### Cells by drive strength, run 1

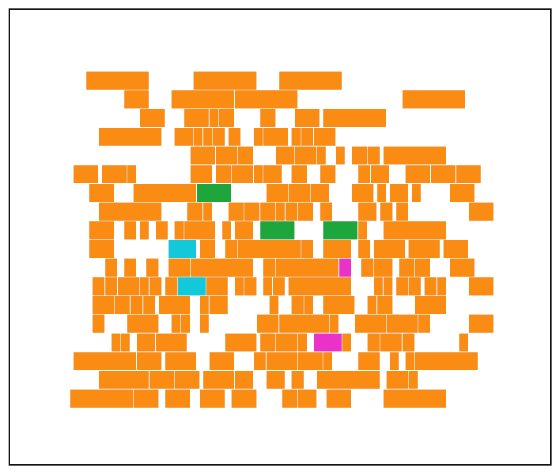
### Gate families picked out, run 1

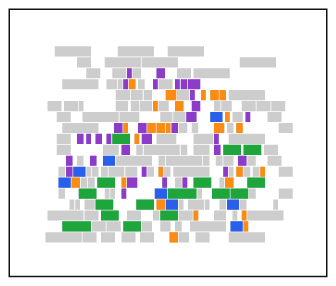
### Met2 routing, run 1

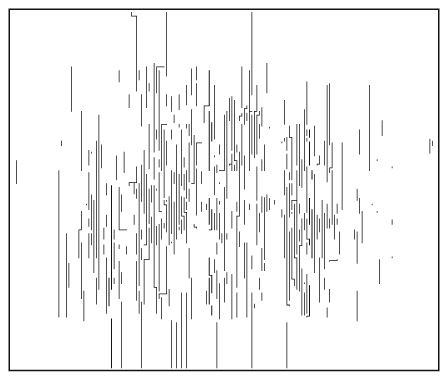
### Placement by cell class, run 1

Bar = 20 µm. Fill, decap, tap and diode cells in grey.
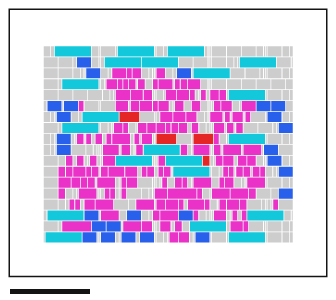
Design blackjack_round_ctrl, sky130hd; sources not shown.
==> results_dict.tcl, run 1 <==
# flow metrics
set metrics [dict create \
    post-synth-top-area-cell "sky130_fd_sc_hd__dfrtp_1" \
    critical_path_depth 7 \
    antenna_found_initial 0 \
    layout.clock_buffers 3 \
    relative_area_of_non_clock_buffer_cells_in_the_final_design_pct 13.8 \
    critical_path_class "primary input to register" \
    topCombFamilyByArea "simple AND/OR/NAND/NOR gates" \
    io-pin-count 27 \
    seq_cell_power_uw 502 \
    met3RoutedLength_um 305 \
    cp_max_fo 10 \
    fin_tns_setup_ns 0 \
    post_route_cells_drive_above_1_share_pct 3.47 \
    inverters_excl_clock 14 \
    power_top_consumer "combinational logic" \
    xor_area_share_pct 4.48 \
    final-seq-area_um2 526 \
    cp_max_delay_cell "sky130_fd_sc_hd__or4_4" \
    routed_via_density 5.77 \
    gp_congestion 0.919 \
    final.min_clock_period_ns 2.38 \
    layout.area.top_class "multi-input combinational cells" \
    hold-worst-slack_ns 0.533 \
    synth.top_cells.by_count "sky130_fd_sc_hd__dfrtp_1, sky130_fd_sc_hd__ha_1, sky130_fd_sc_hd__inv_1, sky130_fd_sc_hd__nand2_1" \
    postSynthRegisterBits 21 \
    hold_violations 0 \
    layout_top_cells_excl_fill_tap "sky130_fd_sc_hd__clkdlybuf4s50_1, sky130_fd_sc_hd__dfrtp_1, sky130_fd_sc_hd__inv_1, sky130_fd_sc_hd__nand2_1, sky130_fd_sc_hd__ha_1" \
    place_worst_setup_slack_ns 0.741 \
    finalPower_mw 1.59 \
    detail_route.wirelength.met1_um 1790 \
    use_met3_pct 5.98 \
    worst_hold_path_type "register to register" \
    reg2reg_depth 5 \
    synth_stat.cells 178 \
    tool_warnings 26 \
    crit_arrival_ns 2.54 \
    synth-edff-count 0 \
    drt.antenna.violating_nets 0 \
    n_sequential_cell 21 \
    yosys.cell_types.count 47 \
    num-multi-input-gates 137 \
    cts_tree "yes" \
    fp.dieW_um 78.6 \
    pg_clk_uw 170 \
    synth_compound_gate_area_share_pct 19.1 \
    yosys-stat-area_um2 1570 \
    pin_count_of_the_biggest_net_entering_global_routing 22 \
    sw_frac_of_total_pct 46.0 \
    floorplan.core_util_pct 51.5 \
    via_count_of_the_first_global_routing_pass 1426 \
    fp_nets 204 \
    tapcell.inserted 40 \
    synth.cell_area_um2 1570 \
    antennaDiodeCount 0 \
    synth-adder-area-share_pct 13.7 \
    fp.dieH_um 66.0 \
    clk_root_buffer_cell "sky130_fd_sc_hd__clkbuf_8" \
    endpoint_kind "register" \
    wire_length_of_the_first_global_routing_pass_um 6870 \
    status "completed" \
    maxSlewHeadroom_pct 43.8 \
    switchingPower_uw 732 \
]
Back to the opening pictures, 'Cells by drive strength':
| colour | size | cells |
|---|---|---|
| green | _6 and larger | 3 |
| orange | _0 and _1 cells | 195 |
| magenta | _2 cells | 2 |
| cyan | _3 and _4 cells | 2 |
final instance area: 1890 µm²
count of plain and timing-repair buffers in the layout: 26
worst path setup slack after routing: 1.02 ns

Back to the opening pictures, 'Gate families picked out':
| colour | family | cells |
|---|---|---|
| purple | NAND gates | 32 |
| green | adder and majority cells | 16 |
| orange | NOR gates | 26 |
| blue | XOR/XNOR gates | 8 |
most common library cell in the layout ignoring fill and taps: sky130_fd_sc_hd__clkdlybuf4s50_1
Layout Cells excl Fill: 242
share of cell area taken by multi-input logic gates: 50.6%

Back to the opening pictures, 'Met2 routing':
longest straight run: 32.0 µm
nets with wire on the layer: 192
share of all routed wire: 44%
total length of routed wires: 3930 µm
overall via count from detail_route: 1397
met2 track utilization from global routing: 25.8%

Back to the opening pictures, 'Placement by cell class':
| colour | class | cells | share of their area |
|---|---|---|---|
| blue | other buffers and delay cells | 26 | 14% |
| magenta | combinational and other logic | 151 | 55% |
| red | clock drivers and dummy loads | 4 | 2.5% |
| cyan | flops | 21 | 29% |
core area: 3040 µm²
share of the core filled with cells in the final layout: 62.2%
register fraction of the total cell area: 27.8%
number of placement rows: 18

==> inputs of run 2 (changes only) <==
CORE_UTILIZATION = 48   (was 50)
clock period = 1.9 ns   (was 3.4 ns; I/O delays follow)
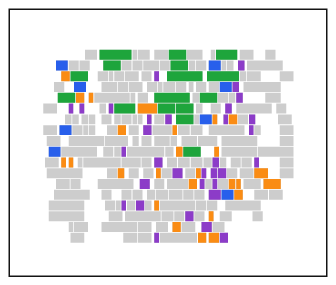
*Gate families picked out, run 2*
| colour | family | cells |
|---|---|---|
| orange | NOR gates | 26 |
| green | adder and majority cells | 16 |
| purple | NAND gates | 32 |
| blue | XOR/XNOR gates | 8 |
most common library cell in the layout ignoring fill and taps: sky130_fd_sc_hd__buf_4
share of cell area taken by multi-input logic gates: 45.9%
Layout Cells excl Fill: 286

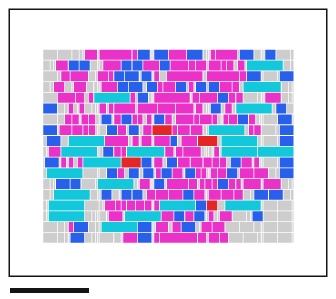
*Placement by cell class, run 2*
Bar = 20 µm. Fill, decap, tap and diode cells in grey.
| colour | class | cells | share of their area |
|---|---|---|---|
| cyan | flops | 21 | 23% |
| blue | other buffers and delay cells | 70 | 26% |
| magenta | combinational and other logic | 151 | 49% |
| red | clock drivers and dummy loads | 4 | 2.1% |
final instance area: 2340 µm²
share of the core filled with cells in the final layout: 75.3%
register fraction of the total cell area: 22.6%
core area: 3110 µm²

==> results_dict.tcl, run 2 <==
# flow metrics
set metrics [dict create \
    cts_tree "yes" \
    cp_max_delay_cell "sky130_fd_sc_hd__or4bb_1" \
    vias 1697 \
    topCombFamilyByArea "simple AND/OR/NAND/NOR gates" \
    synth_compound_gate_area_share_pct 19.1 \
    setup-violations-final 3 \
    violated_checks "negative setup slack" \
    switchingPower_mw 1.60 \
    routed_via_density 5.93 \
    tool_warnings 29 \
    place_worst_setup_slack_ns -0.567 \
    power_top_consumer "combinational logic" \
    post-route-worst-setup-slack_ns -0.0430 \
    worst_hold_path_type "primary input to async pin" \
    yosys.cell_types.count 47 \
    busiest_layer "met2" \
    post-synth-top-area-cell "sky130_fd_sc_hd__dfrtp_1" \
    endpoint_kind "register" \
    tapcell.inserted 40 \
    pin_count_of_the_biggest_net_entering_global_routing 22 \
    xor_area_share_pct 4.48 \
    yosys-stat-area_um2 1570 \
    clk_root_buffer_cell "sky130_fd_sc_hd__clkbuf_8" \
    buffers 70 \
    num_rows 18 \
    met3RoutedLength_um 501 \
    synth.top_cells.by_count "sky130_fd_sc_hd__dfrtp_1, sky130_fd_sc_hd__ha_1, sky130_fd_sc_hd__inv_1, sky130_fd_sc_hd__nand2_1" \
    maxSlewHeadroom_pct 72.6 \
    num-multi-input-gates 137 \
    drt.antenna.violating_nets 0 \
    sw_frac_of_total_pct 44.5 \
    synth_stat.cells 178 \
    final-max-slew-violation-count 0 \
    final.min_clock_period_ns 1.94 \
    gp_congestion 1.08 \
    wire_length_of_the_first_global_routing_pass_um 8090 \
    synth-adder-area-share_pct 13.7 \
    seq_cell_power_uw 806 \
    use_met3_pct 3.63 \
    floorplan.core_util_pct 50.4 \
    reg2reg_depth 7 \
    fin_tns_setup_ns -0.0595 \
    layout_top_cells_excl_fill_tap "sky130_fd_sc_hd__buf_4, sky130_fd_sc_hd__clkdlybuf4s50_1, sky130_fd_sc_hd__dfrtp_1, sky130_fd_sc_hd__nand2_1, sky130_fd_sc_hd__inv_1" \
    post_route_cells_drive_above_1_share_pct 31.7 \
    fp_nets 204 \
    cp_max_fo 3 \
    via_count_of_the_first_global_routing_pass 1651 \
    antenna_found_initial 0 \
    critical_path_class "register to register" \
    hold_violations 0 \
    io-pin-count 27 \
    crit_arrival_ns 2.15 \
    status "finished, violations left" \
    fp.dieH_um 67.1 \
    pg_clk_uw 297 \
    relative_area_of_non_clock_buffer_cells_in_the_final_design_pct 25.0 \
    layout.clock_buffers 3 \
    postSynthRegisterBits 21 \
    n_sequential_cell 21 \
    layout.area.top_class "multi-input combinational cells" \
    synth-edff-count 0 \
    finalWirelength_um 5100 \
    fp.dieW_um 79.8 \
]
